==> src/rtl/ssd_pkg.sv <==
// rtl/ssd_pkg.sv - segment types, blank constant and hex glyph table for the scan driver
//
// Segment vectors are active-low, ordered {g,f,e,d,c,b,a} so that bit 0 is segment a.

package ssd_pkg;

    typedef logic [6:0] seg_t;

    localparam seg_t SSD_BLANK = 7'h7F;

    localparam seg_t SEG_0 = 7'h40;
    localparam seg_t SEG_1 = 7'h79;
    localparam seg_t SEG_2 = 7'h24;
    localparam seg_t SEG_3 = 7'h30;
    localparam seg_t SEG_4 = 7'h19;
    localparam seg_t SEG_5 = 7'h12;
    localparam seg_t SEG_6 = 7'h02;
    localparam seg_t SEG_7 = 7'h78;
    localparam seg_t SEG_8 = 7'h00;
    localparam seg_t SEG_9 = 7'h10;
    localparam seg_t SEG_A = 7'h08;
    localparam seg_t SEG_B = 7'h03;   // lowercase b
    localparam seg_t SEG_C = 7'h46;
    localparam seg_t SEG_D = 7'h21;   // lowercase d
    localparam seg_t SEG_E = 7'h06;
    localparam seg_t SEG_F = 7'h0E;

    function automatic seg_t hex_glyph(input logic [3:0] nibble);
        seg_t g;
        case (nibble)
            4'h0: g = SEG_0;
            4'h1: g = SEG_1;
            4'h2: g = SEG_2;
            4'h3: g = SEG_3;
            4'h4: g = SEG_4;
            4'h5: g = SEG_5;
            4'h6: g = SEG_6;
            4'h7: g = SEG_7;
            4'h8: g = SEG_8;
            4'h9: g = SEG_9;
            4'hA: g = SEG_A;
            4'hB: g = SEG_B;
            4'hC: g = SEG_C;
            4'hD: g = SEG_D;
            4'hE: g = SEG_E;
            default: g = SEG_F;
        endcase
        return g;
    endfunction

endpackage

==> src/rtl/ssd_hex_decoder.sv <==
// rtl/ssd_hex_decoder.sv - combinational nibble to active-low seven-segment decoder
//
// Ports:
//   nibble  in  4  hex digit to show
//   seg_n   out 7  active-low segments {g,f,e,d,c,b,a}

module ssd_hex_decoder
    import ssd_pkg::*;
(
    input  logic [3:0] nibble,
    output logic [6:0] seg_n
);

    always_comb begin
        seg_n = hex_glyph(nibble);
    end

endmodule

==> src/rtl/ssd_scan_driver.sv <==
// rtl/ssd_scan_driver.sv - time-multiplexed hex display driver with dead-cycle anti-ghosting
//
// Ports:
//   clk    in  1          system clock, rising edge
//   rst_n  in  1          asynchronous active-low reset
//   value  in  4*DIGITS   hex nibbles, digit 0 rightmost, captured on load
//   load   in  1          one-cycle capture strobe for value and dp_in
//   en     in  1          display enable; 0 blanks anodes, scanning keeps running
//   dp_in  in  DIGITS     decimal points, 1 = lit, captured on load
//   seg_n  out 7          active-low segments {g,f,e,d,c,b,a}
//   dp_n   out 1          active-low decimal point
//   an_n   out DIGITS     active-low anodes, at most one low
//
// Build option: define SSD_LZB_EN to blank leading zero digits (digit 0 and
// digits with a lit decimal point are always shown).

module ssd_scan_driver
    import ssd_pkg::*;
#(
    parameter int DIGITS      = 4,
    parameter int REFRESH_DIV = 16
) (
    input  logic                  clk,
    input  logic                  rst_n,
    input  logic [4*DIGITS-1:0]   value,
    input  logic                  load,
    input  logic                  en,
    input  logic [DIGITS-1:0]     dp_in,
    output logic [6:0]            seg_n,
    output logic                  dp_n,
    output logic [DIGITS-1:0]     an_n
);

    localparam int IDX_W = (DIGITS > 1) ? $clog2(DIGITS) : 1;

    logic [REFRESH_DIV-1:0] cnt_q, cnt_d;
    logic [IDX_W-1:0]       idx_q, idx_d;
    logic [4*DIGITS-1:0]    val_q, val_d;
    logic [DIGITS-1:0]      dp_q, dp_d;
    logic [6:0]             seg_q, seg_d;
    logic                   dp_n_q, dp_n_d;
    logic [DIGITS-1:0]      an_q, an_d;

    logic [3:0]             cur_nib;
    logic                   cur_dp;
    logic [6:0]             dec_seg;
    logic                   lzb_blank;
    logic                   lit;

    // Counter, index and shadow registers. The index steps on the last
    // cycle of a slot so the next slot starts with cnt == 0 (dead cycle).
    always_comb begin
        cnt_d = cnt_q + REFRESH_DIV'(1);
        idx_d = idx_q;
        if (&cnt_q) begin
            if (idx_q == IDX_W'(DIGITS - 1)) begin
                idx_d = '0;
            end else begin
                idx_d = idx_q + IDX_W'(1);
            end
        end
        val_d = load ? value : val_q;
        dp_d  = load ? dp_in : dp_q;
    end

    // Digit select mux; a loop keeps non-power-of-two DIGITS in range.
    always_comb begin
        cur_nib = 4'h0;
        cur_dp  = 1'b0;
        for (int i = 0; i < DIGITS; i++) begin
            if (idx_q == IDX_W'(i)) begin
                cur_nib = val_q[4*i +: 4];
                cur_dp  = dp_q[i];
            end
        end
    end

    ssd_hex_decoder u_dec (
        .nibble (cur_nib),
        .seg_n  (dec_seg)
    );

`ifdef SSD_LZB_EN
    // zero_from[i] is set when nibble i and every nibble above it are zero.
    logic [DIGITS-1:0] zero_from;
    logic              zero_acc;
    logic              zero_sel;

    always_comb begin
        zero_from = '0;
        zero_acc  = 1'b1;
        for (int i = DIGITS - 1; i >= 0; i--) begin
            zero_acc     = zero_acc & (val_q[4*i +: 4] == 4'h0);
            zero_from[i] = zero_acc;
        end
        zero_sel = 1'b0;
        for (int i = 0; i < DIGITS; i++) begin
            if (idx_q == IDX_W'(i)) begin
                zero_sel = zero_from[i];
            end
        end
    end

    assign lzb_blank = (idx_q != '0) && zero_sel && !cur_dp;
`else
    assign lzb_blank = 1'b0;
`endif

    // Output register inputs; anything not lit is fully blanked so the
    // segment lines never carry a glyph while the anodes are off.
    assign lit = en && (cnt_q != '0) && !lzb_blank;

    always_comb begin
        an_d   = '1;
        seg_d  = SSD_BLANK;
        dp_n_d = 1'b1;
        if (lit) begin
            an_d   = ~(DIGITS'(1) << idx_q);
            seg_d  = dec_seg;
            dp_n_d = ~cur_dp;
        end
    end

    always_ff @(posedge clk or negedge rst_n) begin
        if (!rst_n) begin
            cnt_q  <= '0;
            idx_q  <= '0;
            val_q  <= '0;
            dp_q   <= '0;
            seg_q  <= SSD_BLANK;
            dp_n_q <= 1'b1;
            an_q   <= '1;
        end else begin
            cnt_q  <= cnt_d;
            idx_q  <= idx_d;
            val_q  <= val_d;
            dp_q   <= dp_d;
            seg_q  <= seg_d;
            dp_n_q <= dp_n_d;
            an_q   <= an_d;
        end
    end

    assign seg_n = seg_q;
    assign dp_n  = dp_n_q;
    assign an_n  = an_q;

endmodule

==> config.mk <==
export PLATFORM = sky130hd
export DESIGN_NAME = ssd_scan_driver
export DESIGN_NICKNAME = d
export VERILOG_FILES = /design/src/rtl/ssd_pkg.sv /design/src/rtl/ssd_hex_decoder.sv /design/src/rtl/ssd_scan_driver.sv
export SDC_FILE = /design/constraint.sdc
export NUM_CORES = 1
export LEC_CHECK = 0
export CAP_MARGIN = 20
export CORE_UTILIZATION = 30
export DETAILED_ROUTE_END_ITERATION = 8
export GPL_ROUTABILITY_DRIVEN = 0
export PLACE_DENSITY = 0.51
export SLEW_MARGIN = 30
export SYNTH_ARGS = -nofsm -noshare
export SYNTH_HDL_FRONTEND = slang
export SYNTH_SLANG_ARGS = --single-unit
==> constraint.sdc <==
create_clock -name clk -period 6 [get_ports clk]
set_input_delay 1.2 -clock clk [delete_from_list [all_inputs] [get_ports clk]]
set_output_delay 1.2 -clock clk [all_outputs]
set_load 0.02 [all_outputs]
**Run 1: congestion heat map**

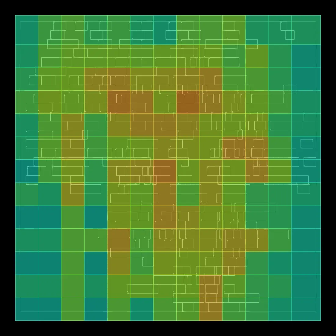
most used routing layer: met2
GR Layer Usage met2: 18.3%
core occupancy in the finished layout: 38.4%

**Run 1: cells coloured by class**

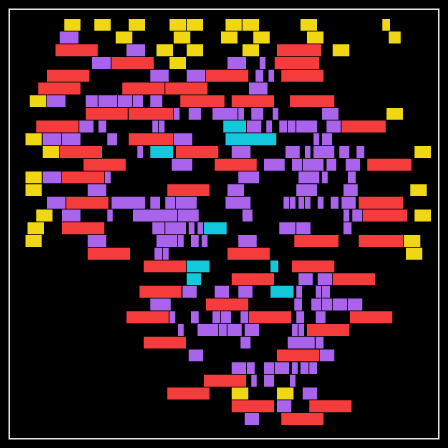
legend:
  clock drivers and dummy loads:
    colour: cyan
    cells: 8
    share_of_their_area: 4.0%
  sequential cells:
    colour: red
    cells: 50
    share_of_their_area: 45%
  combinational and other logic:
    colour: purple
    cells: 143
    share_of_their_area: 39%
  remaining buffers and delay cells:
    colour: yellow
    cells: 36
    share_of_their_area: 12%

==> ci_impl_report.md, run 1 <==
## Implementation flow summary

| Metric | Value |
|---|---|
| Outcome | finished, final reports clean |
| Critical Path Start Type | flop |
| Synthesized area | 0.00241 mm² |
| Pint | 540 µW |
| Die Wd | 91.6 µm |
| DRC violation total after the first TritonRoute iteration | 46 |
| Share of total power consumed by net switching | 24.2% |
| Leakage power | 0.00122 µW |
| Top-level port count | 36 |
| Psw | 173 µW |
| Number of pins with negative max-slew slack in the final report | 0 |
| Reg2reg setup slack | 3170 ps |
| Uppermost metal layer occupied by signal nets | met4 |
| Power density cells | 240 mW/mm² |
| Setup repair after global routing missed its margin | no |
| Post-CTS clock slew at the launch and capture registers of the worst setup and hold paths | 100 ps |
| Antenna violations before repair | 0 |
| GR Layer Usage met3 | 2.26% |
| Required time of the critical path | 6200 ps |
| EDFF count, synth | 0 |
| Total of hold buffers inserted after clock tree synthesis | 0 |
| Warnings, synthesis | 0 |
| Register share after synthesis | 52.6% |
| Maximum clock skew at final layout | 10.6 ps |
| Maximum root-to-sink buffer count | 2 |
| Max-area cell share | 39.5% |
| Via count of the first global-routing pass | 1575 |
| Final critical-path required period | 2830 ps |
| Number of standard cells reported by yosys | 199 |
| Area growth from synthesis to final layout | 23.2% |
| Fin. Hold Viols | 0 |
| Buffers added on ports | 35 |
| Fraction of final layout cells with drive strength greater than 1 | 21.1% |
| DP HPWL | 3200 µm |
| Fraction of power consumed by combinational cells | 14.2% |
| Clock Tree Root | sky130_fd_sc_hd__clkbuf_8 |
| Core region area | 0.00773 mm² |
| Wire length of the first global-routing pass | 7740 µm |
| Via count | 1556 |
| Total die area | 0.00839 mm² |
| Synthesis area per yosys | 0.00241 mm² |
| Data arrival, critical path | 3020 ps |
| Total CTS buffers | 5 |
| Cell taking the most area after synthesis | sky130_fd_sc_hd__dfrtp_1 |
| # rows | 32 |
| Total wire length after detailed routing | 4380 µm |
| DR WL/cell | 12.9 µm |
| CTS tree | built |
| Remaining DRCs | 0 |
| Crit path kind | flop to flop |
| Largest vdd supply drop | 107 µV |
| Final global-route overflow total | 0 |
| Vert. Die Dim | 91.6 µm |
| Cells resized by post-CTS repair | 0 |
| Avg Inst Size Synth | 12.1 µm² |
| Source-to-sink clock delay at the later pin of the worst-skew pair | 300 ps |
| Fraction of registers with async set/reset | 100% |
| Met1 WL | 2220 µm |
| Critical path endpoint category | flop |
| Via density per instance | 4.59 |
| Actual slew at the worst max-slew pin | 914 ps |
| Final design area excluding fillers | 0.00297 mm² |
| Mapped Nets | 235 |
| Detail Route met2 WL | 1990 µm |
| Registers, synthesis | 50 |
| Post-route fraction of the period consumed by the critical path | 47.1% |
| Largest net degree at the start of global routing | 51 |
| Highest fanout seen on the critical path | 13 |
| Final tally of setup violations | 0 |
| Achievable clock frequency | 354 MHz |
| Leading cell types in the layout, fill and taps excluded | sky130_fd_sc_hd__dfrtp_1, sky130_fd_sc_hd__clkdlybuf4s50_1, sky130_fd_sc_hd__nand2_1, sky130_fd_sc_hd__mux2_2 |
| Number of distinct library cell variants in the gate-level netlist after synthesis | 44 |
| # nets final | 272 |
| Number of instances in the synthesized netlist | 199 |
| Routed wire length on met3 | 97 µm |
| Number of antenna repair diodes | 0 |
| All-layer global routing usage | 11.6% |
**Run 1: local utilization**

The bar under the picture is 20 µm long. The die is cut into 9 by 9 equal tiles; black is low, pale yellow is high, 0 to 100% covered.
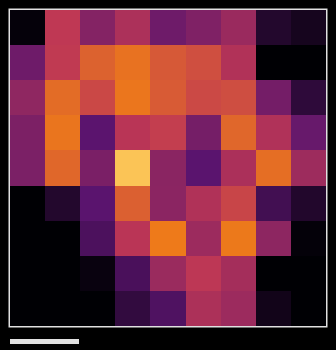
nearly empty tiles: 19%
fullest tile: 87%
mean over tiles: 34%
densest ninth of the die: top centre
tiles over 75% full: 1.2%
emptiest ninth of the die: lower left

[run 1: power groups by stage]
stage                     clock [µW]  combinational (µW)  sequential, µW
after global routing             262                 111             374
after CTS                        250                 103             371
after global placement             0                 102             378
after detailed placement           0                 103             377
final                            240                 101             371
after floorplan                    0                50.3             385
[run 1: worst paths after layout]
path / startpoint / endpoint / cells past startpoint
worst max-delay path: idx_q[0] / seg_n[3] / 8
worst min-delay path: cnt_q[4] / cnt_q[4] / 1
worst max register to register: idx_q[0] / seg_n[3] / 8
worst min register to register: cnt_q[4] / cnt_q[4] / 1
max in group asynchronous: rst_n / idx_q[1] / 2
min in group asynchronous: rst_n / val_q[13] / 2
[run 1: Yosys cell counts, types with 2 or more instances]
master and n:
sky130_fd_sc_hd__a21oi_1 4, sky130_fd_sc_hd__a221oi_1 2, sky130_fd_sc_hd__a41oi_1 2, sky130_fd_sc_hd__and3_1 2, sky130_fd_sc_hd__buf_6 2, sky130_fd_sc_hd__clkbuf_1 3
sky130_fd_sc_hd__dfrtp_1 38, sky130_fd_sc_hd__dfstp_2 12, sky130_fd_sc_hd__ha_1 12, sky130_fd_sc_hd__inv_1 11, sky130_fd_sc_hd__mux2_2 19, sky130_fd_sc_hd__nand2_1 19
sky130_fd_sc_hd__nand3_1 10, sky130_fd_sc_hd__nand4_1 3, sky130_fd_sc_hd__nor2_1 4, sky130_fd_sc_hd__nor2_2 2, sky130_fd_sc_hd__nor2b_1 5, sky130_fd_sc_hd__nor3_1 3
sky130_fd_sc_hd__nor3b_1 2, sky130_fd_sc_hd__nor3b_2 2, sky130_fd_sc_hd__nor4_1 2, sky130_fd_sc_hd__o21ai_0 3, sky130_fd_sc_hd__o221ai_1 4, sky130_fd_sc_hd__xnor2_1 12
sky130_fd_sc_hd__xor2_1 2
[run 1: layout make-up]
class	count	area, µm²
multi-input cells	132	1070
fillers	757	4760
flip-flops and latches	50	1270
inverters	11	41.3
clock inverters	3	43.8
well taps	102	128
repair buffers	36	353
clock buffers	5	68.8
[run 1: logic make-up after synthesis]
logic type,share of synthesized area (%)
and+or+nand+nor,14.8
DFF,52.6
AOI/OAI and AO/OA,8.58
muxes,9.30
buffers and inverters,3.43
xor gates and xnor gates,5.09
adders and majority gates,6.24
[run 1: critical path: stages, from the launching register on]
cell and delay (ps):
sky130_fd_sc_hd__dfrtp_1 400, sky130_fd_sc_hd__ha_1 500, sky130_fd_sc_hd__nor2_2 170, sky130_fd_sc_hd__a221oi_1 710
sky130_fd_sc_hd__inv_1 190, sky130_fd_sc_hd__ha_1 360, sky130_fd_sc_hd__nor2_1 50, sky130_fd_sc_hd__nor4bb_1 260
sky130_fd_sc_hd__a41oi_1 70
[run 1: stage by stage]
| stage | hold slack (ps) | worst slack, ps | std cells | utilization, % | total power, µW |
|---|---|---|---|---|---|
| finish | 495 | 3170 | 339 | 38.4 | 712 |
| global route | 514 | 2900 | 339 | 38.4 | 747 |
| detailed placement | 488 | 3120 | 331 | 36.9 | 481 |
| floorplan | 460 | 3550 | 199 | - | 435 |
| global placement | 489 | 2940 | 331 | 36.8 | 480 |
| CTS | 504 | 3130 | 339 | 38.4 | 724 |
**Run 1: wires at chosen ports, followed through buffers**

The bar under the picture is 20 µm long.
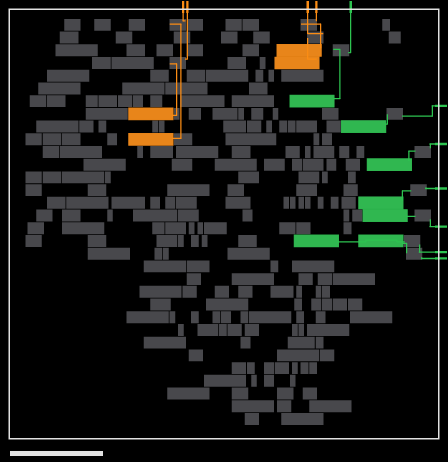

==> run 2: changes to the inputs <==
==> constraint.sdc (replaced) <==
create_clock -name clk -period 2.7 [get_ports clk]
set_input_delay 0.54 -clock clk [delete_from_list [all_inputs] [get_ports clk]]
set_output_delay 0.54 -clock clk [all_outputs]
set_load 0.02 [all_outputs]
**Run 2: wires at chosen ports, followed through buffers**

The bar under the picture is 20 µm long.
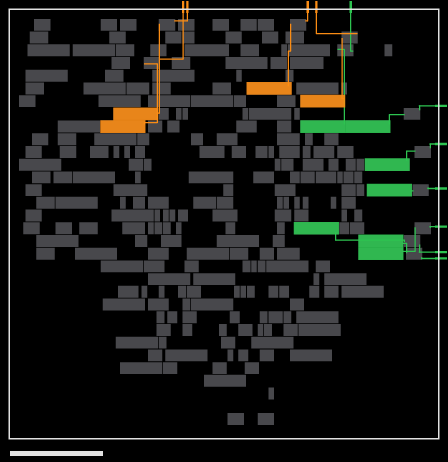
legend:
  `seg_n`:
    colour: green
    direction: output
    edge: 6 right, 1 top
    end_cells: 7
    buffers: 7
    wire: 81.7 µm
  `an_n`:
    colour: orange
    direction: output
    edge: top
    end_cells: 4
    buffers: 4
    wire: 101 µm

==> ci_impl_report.md, run 2 <==
## Implementation flow summary

| Metric | Value |
|---|---|
| Critical Path Start Type | flop (unchanged) |
| Cell taking the most area after synthesis | sky130_fd_sc_hd__dfrtp_1 (unchanged) |
| # nets final | 276 (was 272) |
| Psw | 389 µW (was 173 µW) |
| Critical path endpoint category | flop (unchanged) |
| Total die area | 0.00839 mm² (unchanged) |
| Relative slew margins | 60.3% (was 38.9%) |
| Number of antenna-violating nets in the routed design | 0 (unchanged) |
| Most used standard cells in the synthesized netlist | sky130_fd_sc_hd__dfrtp_1, sky130_fd_sc_hd__mux2_2, sky130_fd_sc_hd__nand2_1 (unchanged) |
| Maximum clock skew at final layout | 8.08 ps (was 10.6 ps) |
| EDFF count, synth | 0 (unchanged) |
| Largest incremental delay on the critical path | 420 ps (was 710 ps) |
| Final WS setup | 297 ps (was 3170 ps) |
| Total CTS buffers | 5 (unchanged) |
| Cell-by-cell listing of the critical path | inv_1 > ha_1 > nor2b_1 > a22oi_1 > a221oi_2 > inv_1 > ha_1 > nor2_1 > nor4bb_1 > a41oi_1 (was ha_1 > nor2_2 > a221oi_1 > inv_1 > ha_1 > nor2_1 > nor4bb_1 > a41oi_1) |
| First drt pass iteration count | 4 (unchanged) |
| Most numerous logic cell after layout | sky130_fd_sc_hd__dfrtp_1 (unchanged) |
| Setup repair after global routing missed its margin | no (unchanged) |
| Actual slew at the worst max-slew pin | 596 ps (was 914 ps) |
| Post-CTS clock slew at the launch and capture registers of the worst setup and hold paths | 90 ps (was 100 ps) |
| Data arrival, critical path | 2610 ps (was 3020 ps) |
| Power density cells | 503 mW/mm² (was 240 mW/mm²) |
| Final design area excluding fillers | 0.00298 mm² (was 0.00297 mm²) |
| Largest net degree at the start of global routing | 28 (was 51) |
| Highest-delay cell along the critical path | sky130_fd_sc_hd__dfrtp_1 (was sky130_fd_sc_hd__a221oi_1) |
| Total wire length after detailed routing | 4580 µm (was 4380 µm) |
| Crit path kind | flop to flop (unchanged) |
| Fraction of registers with async set/reset | 100% (unchanged) |
| Largest cells by area after synthesis | sky130_fd_sc_hd__dfrtp_1, sky130_fd_sc_hd__dfstp_2, sky130_fd_sc_hd__mux2_2, sky130_fd_sc_hd__ha_1, sky130_fd_sc_hd__xnor2_1 (unchanged) |
| DR WL/cell | 13.4 µm (was 12.9 µm) |
| Path class of the lowest-slack min-delay path | primary input to asynchronous set/reset pin (was flop to flop) |
| Clock share of power | 29.3% (was 33.7%) |
| Vert. Die Dim | 91.6 µm (unchanged) |
| Buffers added on ports | 35 (unchanged) |
| FP Util | 31.2% (unchanged) |
| Pint | 1110 µW (was 540 µW) |
| Highest fanout seen on the critical path | 5 (was 13) |
| Setup TNS | 0 ps (unchanged) |
| Maximum root-to-sink buffer count | 2 (unchanged) |
| Largest vdd supply drop | 251 µV (was 107 µV) |
| Achievable clock frequency | 416 MHz (was 354 MHz) |
| Number of instances in the synthesized netlist | 199 (unchanged) |
| Fraction of final layout cells with drive strength greater than 1 | 22.0% (was 21.1%) |
| Antenna violations before repair | 0 (unchanged) |
| Outcome | finished, final reports clean (unchanged) |
| Avg Inst Size Synth | 12.1 µm² (unchanged) |
| Cells resized by post-CTS repair | 0 (unchanged) |
| Number of distinct library cell variants in the gate-level netlist after synthesis | 44 (unchanged) |
| Number of pins with negative max-slew slack in the final report | 0 (unchanged) |
| Cell with the most instances after synthesis | sky130_fd_sc_hd__dfrtp_1 (unchanged) |
| Top-level port count | 36 (unchanged) |
| # rows | 32 (unchanged) |
| Clock sink count | 50 (unchanged) |
| Crit path buffers/inverters | 2 (was 1) |
| Core region area | 0.00773 mm² (unchanged) |
| Number of antenna repair diodes | 0 (unchanged) |
| Fin. Hold Viols | 0 (unchanged) |
| Register share after synthesis | 52.6% (unchanged) |
| Final critical-path required period | 2400 ps (was 2830 ps) |
| Mapped Nets | 235 (unchanged) |
| Via count of the first global-routing pass | 1592 (was 1575) |
| Leading register cell type out of synthesis | sky130_fd_sc_hd__dfrtp_1 (unchanged) |
| Source-to-sink clock delay at the later pin of the worst-skew pair | 310 ps (was 300 ps) |
| All-layer global routing usage | 11.9% (was 11.6%) |
| Registers, synthesis | 50 (unchanged) |
| Synthesis area per yosys | 0.00241 mm² (unchanged) |
| Critical path's top delay family | adder cells (unchanged) |
| Remaining DRCs | 0 (unchanged) |
| CTS tree | built (unchanged) |
| Area growth from synthesis to final layout | 23.8% (was 23.2%) |
| DRC violation total after the first TritonRoute iteration | 61 (was 46) |
| Via density per instance | 4.61 (was 4.59) |
| Synthesized area | 0.00241 mm² (unchanged) |
| Sequential group share of total power | 55.2% (was 52.0%) |
| Number of OpenROAD warnings | 35 (unchanged) |
| Required time of the critical path | 2900 ps (was 6200 ps) |
| Number of max-capacitance violations reported | 0 (unchanged) |
| DP HPWL | 3410 µm (was 3200 µm) |
| Max-area cell share | 39.5% (unchanged) |
| Fraction of power consumed by combinational cells | 15.6% (was 14.2%) |
| Total of hold buffers inserted after clock tree synthesis | 0 (unchanged) |
| Leakage power | 0.00123 µW (was 0.00122 µW) |
| Via count | 1581 (was 1556) |
| Die Wd | 91.6 µm (unchanged) |
| Final tally of setup violations | 0 (unchanged) |
| Clock Tree Root | sky130_fd_sc_hd__clkbuf_8 (unchanged) |
| Filler cell count | 758 (was 757) |
| Leading cell types in the layout, fill and taps excluded | sky130_fd_sc_hd__dfrtp_1, sky130_fd_sc_hd__clkdlybuf4s50_1, sky130_fd_sc_hd__nand2_1, sky130_fd_sc_hd__mux2_2 (unchanged) |
| Worst Setup Slack post-DPL | 326 ps (was 3120 ps) |
| Area of placed instances | 0.00289 mm² (was 0.00285 mm²) |
| Depth of the CTS H-tree | 2 (unchanged) |
| Post-CTS setup repair buffer count | 0 (unchanged) |
| Number of standard cells reported by yosys | 199 (unchanged) |
| Final global-route overflow total | 0 (unchanged) |
| Share of total power consumed by net switching | 25.9% (was 24.2%) |
| Warnings, synthesis | 0 (unchanged) |
| Post-route fraction of the period consumed by the critical path | 89.0% (was 47.1%) |
| Wire length of the first global-routing pass | 7730 µm (was 7740 µm) |
-- run 2: cell families after synthesis --
group | count (synthesis) | synth area share [%]
AOI/OAI and AO/OA | 24 | 8.58
xor gates and xnor gates | 14 | 5.09
adders and majority gates | 12 | 6.24
buffers and inverters | 17 | 3.43
DFF | 50 | 52.6
muxes | 20 | 9.30
and+or+nand+nor | 62 | 14.8
-- run 2: power groups by stage --
stage / Clock, µW / Sequential, µW / Combinational, µW
floorplan: 0 / 855 / 112
global placement: 0 / 843 / 236
detailed placement: 0 / 842 / 236
CTS: 457 / 828 / 237
global route: 482 / 833 / 258
finish: 439 / 827 / 234
-- run 2: path summary, 6_finish.rpt --
path | start | endpoint | slack [ps] | depth (start not counted)
setup / recovery | idx_q[0] | seg_n[3] | 300 | 10
hold / removal | rst_n | cnt_q[13] | 220 | 1
setup reg to reg | idx_q[0] | seg_n[3] | 300 | 10
hold reg to reg | cnt_q[9] | cnt_q[9] | 510 | 1
max in group asynchronous | rst_n | an_n[3] | 1880 | 2
min in group clk | cnt_q[9] | cnt_q[9] | 510 | 1
-- run 2: cell type report --
class / count / area (µm²) / share of cell area (%)
inverter: 11 / 41.3 / 1.39
clock buffer: 5 / 68.8 / 2.31
multi-input combinational: 132 / 1060 / 35.5
timing repair buffer: 40 / 395 / 13.3
sequential: 50 / 1270 / 42.5
tap: 102 / 128 / 4.28
clock inverter: 3 / 21.3 / 0.714
-- run 2: per-layer routing --
metal | vias to the layer above | global-route usage [%] | part of all wire (%)
met5 | - | 0 | 0
met4 | 0 | 5.69 | 2.0
met3 | 10 | 2.93 | 3.1
met2 | 25 | 17.7 | 44
met1 | 766 | 16.1 | 51
li1 | 780 | - | -
-- run 2: through the flow --
stage / total power (µW) / instances / hold WS (ps) / utilization (%)
floorplan: 967 / 199 / 244 / -
global placement: 1080 / 335 / 487 / 37.4
detailed placement: 1080 / 335 / 494 / 37.4
CTS: 1520 / 343 / 235 / 38.6
global route: 1570 / 343 / 256 / 38.6
finish: 1500 / 343 / 218 / 38.6
==> run 3: changes to the inputs <==
--- a/config.mk
+++ b/config.mk
@@ -14,3 +14,4 @@
 export SYNTH_ARGS = -nofsm -noshare
 export SYNTH_HDL_FRONTEND = slang
 export SYNTH_SLANG_ARGS = --single-unit
+export TNS_END_PERCENT = 10
**Run 3: wires at chosen ports, followed through buffers**

The bar under the picture is 20 µm long.
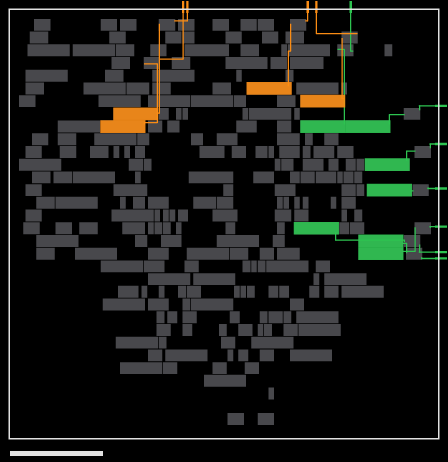
top-level port count: 36
buffers added on ports: 35

==> ci_impl_report.md, run 3 <==
## Implementation flow summary

| Metric | Value |
|---|---|
| Area growth from synthesis to final layout | 23.8% (unchanged) |
| Finished Layout Cells | 343 (unchanged) |
| Synthesized area | 0.00241 mm² (unchanged) |
| Largest cells by area after synthesis | sky130_fd_sc_hd__dfrtp_1, sky130_fd_sc_hd__dfstp_2, sky130_fd_sc_hd__mux2_2, sky130_fd_sc_hd__ha_1, sky130_fd_sc_hd__xnor2_1 (unchanged) |
| Relative slew margins | 60.3% (unchanged) |
| Number of distinct library cell variants in the gate-level netlist after synthesis | 44 (unchanged) |
| Required time of the critical path | 2900 ps (about the same) |
| Mapped Nets | 235 (unchanged) |
| Data arrival, critical path | 2610 ps (about the same) |
| Number of OpenROAD warnings | 35 (unchanged) |
| Antenna violations before repair | 0 (unchanged) |
| Power density cells | 503 mW/mm² (unchanged) |
| Most numerous logic cell after layout | sky130_fd_sc_hd__dfrtp_1 (unchanged) |
| Setup repair after global routing missed its margin | no (unchanged) |
| Cell with the most instances after synthesis | sky130_fd_sc_hd__dfrtp_1 (unchanged) |
| DR WL/cell | 13.4 µm (unchanged) |
| Maximum clock skew at final layout | 8.08 ps (unchanged) |
| Actual slew at the worst max-slew pin | 596 ps (unchanged) |
| Largest incremental delay on the critical path | 420 ps (about the same) |
| Critical path endpoint category | flop (unchanged) |
| Via count | 1581 (unchanged) |
| Cell taking the most area after synthesis | sky130_fd_sc_hd__dfrtp_1 (unchanged) |
| Number of cells traversed by the worst register-to-register path | 10 (unchanged) |
| Outcome | finished, final reports clean (unchanged) |
| Crit path kind | flop to flop (unchanged) |
| Highest fanout seen on the critical path | 5 (unchanged) |
| Highest-delay cell along the critical path | sky130_fd_sc_hd__dfrtp_1 (unchanged) |
| # rows | 32 (unchanged) |
| First drt pass iteration count | 4 (unchanged) |
| Achievable clock frequency | 416 MHz (unchanged) |
| Fraction of registers with async set/reset | 100% (unchanged) |
| Cells resized by post-CTS repair | 0 (unchanged) |
| Number of standard cells reported by yosys | 199 (unchanged) |
| Total die area | 0.00839 mm² (unchanged) |
| Register share after synthesis | 52.6% (unchanged) |
| Via count of the first global-routing pass | 1592 (unchanged) |
| Synthesis area per yosys | 0.00241 mm² (unchanged) |
| Largest vdd supply drop | 251 µV (unchanged) |
| Vert. Die Dim | 91.6 µm (unchanged) |
| DP HPWL | 3410 µm (unchanged) |
| Largest net degree at the start of global routing | 28 (unchanged) |
| Fin. Hold Viols | 0 (unchanged) |
| Warnings, synthesis | 0 (unchanged) |
| FP Util | 31.2% (unchanged) |
| CTS tree | built (unchanged) |
| Total CTS buffers | 5 (unchanged) |
| Leakage power | 0.00123 µW (unchanged) |
| WHS | 218 ps (unchanged) |
| Reg2reg setup slack | 300 ps (about the same) |
| Final global-route overflow total | 0 (unchanged) |
| Source-to-sink clock delay at the later pin of the worst-skew pair | 310 ps (about the same) |
| Avg Inst Size Synth | 12.1 µm² (unchanged) |
| DRC violation total after the first TritonRoute iteration | 61 (unchanged) |
| Number of antenna-violating nets in the routed design | 0 (unchanged) |
| Post-CTS clock slew at the launch and capture registers of the worst setup and hold paths | 90 ps (about the same) |
| Clock Tree Root | sky130_fd_sc_hd__clkbuf_8 (unchanged) |
| Total wire length after detailed routing | 4580 µm (unchanged) |
| Post-route fraction of the period consumed by the critical path | 89.0% (unchanged) |
| Fraction of final layout cells with drive strength greater than 1 | 22.0% (unchanged) |
| Leading register cell type out of synthesis | sky130_fd_sc_hd__dfrtp_1 (unchanged) |
| Final tally of setup violations | 0 (unchanged) |
| Critical path depth | 10 (unchanged) |
| Via density per instance | 4.61 (unchanged) |
| Depth of the CTS H-tree | 2 (unchanged) |
| Total of hold buffers inserted after clock tree synthesis | 0 (unchanged) |
| Number of max-capacitance violations reported | 0 (unchanged) |
| Final critical-path required period | 2400 ps (unchanged) |
| Post-CTS setup repair buffer count | 0 (unchanged) |
| Leading cell types in the layout, fill and taps excluded | sky130_fd_sc_hd__dfrtp_1, sky130_fd_sc_hd__clkdlybuf4s50_1, sky130_fd_sc_hd__nand2_1, sky130_fd_sc_hd__mux2_2 (unchanged) |
| Core region area | 0.00773 mm² (unchanged) |
| Maximum root-to-sink buffer count | 2 (unchanged) |
| EDFF count, synth | 0 (unchanged) |
| Cell-by-cell listing of the critical path | inv_1 > ha_1 > nor2b_1 > a22oi_1 > a221oi_2 > inv_1 > ha_1 > nor2_1 > nor4bb_1 > a41oi_1 (unchanged) |
| Wire length of the first global-routing pass | 7730 µm (unchanged) |
| # nets final | 276 (unchanged) |
| Critical path's top delay family | adder cells (unchanged) |
| Cell total after placement | 335 (unchanged) |
| Crit path buffers/inverters | 2 (unchanged) |
| Max-area cell share | 39.5% (unchanged) |
| Registers, synthesis | 50 (unchanged) |
| Number of instances in the synthesized netlist | 199 (unchanged) |
| Number of pins with negative max-slew slack in the final report | 0 (unchanged) |
| Setup TNS | 0 ps (unchanged) |
| Critical Path Start Type | flop (unchanged) |
| Die Wd | 91.6 µm (unchanged) |
| Clock sink count | 50 (unchanged) |
| All-layer global routing usage | 11.9% (unchanged) |
| Path class of the lowest-slack min-delay path | primary input to asynchronous set/reset pin (unchanged) |
| Most used standard cells in the synthesized netlist | sky130_fd_sc_hd__dfrtp_1, sky130_fd_sc_hd__mux2_2, sky130_fd_sc_hd__nand2_1 (unchanged) |
| Remaining DRCs | 0 (unchanged) |
| Number of antenna repair diodes | 0 (unchanged) |
run 3: final cells by class:
type / count / area (µm²)
clock inverter: 3 / 21.3
multi-input combinational: 132 / 1060
tap: 102 / 128
timing repair buffer: 40 / 395
clock buffer: 5 / 68.8
sequential: 50 / 1270
inverter: 11 / 41.3
fill: 758 / 4750
run 3: path summary, 6_finish.rpt:
check | startpoint | end
max in group asynchronous | rst_n | an_n[3]
setup / recovery | idx_q[0] | seg_n[3]
setup reg to reg | idx_q[0] | seg_n[3]
min in group clk | cnt_q[9] | cnt_q[9]
hold reg to reg | cnt_q[9] | cnt_q[9]
hold / removal | rst_n | cnt_q[13]
run 3: cell families (layout without fill, tap and decap cells):
group / after synthesis / count (layout) / share of synthesized area (%)
buffers and inverters: 17 / 59 / 3.43
AND-OR/OR-AND: 24 / 24 / 8.58
multiplexers: 20 / 20 / 9.30
AND/OR/NAND/NOR: 62 / 62 / 14.8
adder cells (fa/ha/maj): 12 / 12 / 6.24
flip-flops: 50 / 50 / 52.6
XOR/XNOR: 14 / 14 / 5.09
run 3: power breakdown:
group	internal [µW]	total [µW]	switching, µW
logic	124	234	109
registers	804	827	23.2
clock network	182	439	256
run 3: through the flow:
step / power (µW) / util (%) / worst slack [ps] / area (µm²)
after floorplan: 967 / - / 251 / 2410
after global placement: 1080 / 37.4 / 404 / 2890
after detailed placement: 1080 / 37.4 / 326 / 2890
after CTS: 1520 / 38.6 / 317 / 2980
after global routing: 1570 / 38.6 / 64.7 / 2980
final: 1500 / 38.6 / 297 / 2980
run 3: metal layers:
layer,vias up,wire (µm),GRT usage (%)
met5,-,0,0
met1,766,2330,16.1
met3,10,144,2.93
met4,0,92,5.69
li1,780,-,-
met2,25,2020,17.7
No activity file was given, so power comes from the tool's default toggle rates.
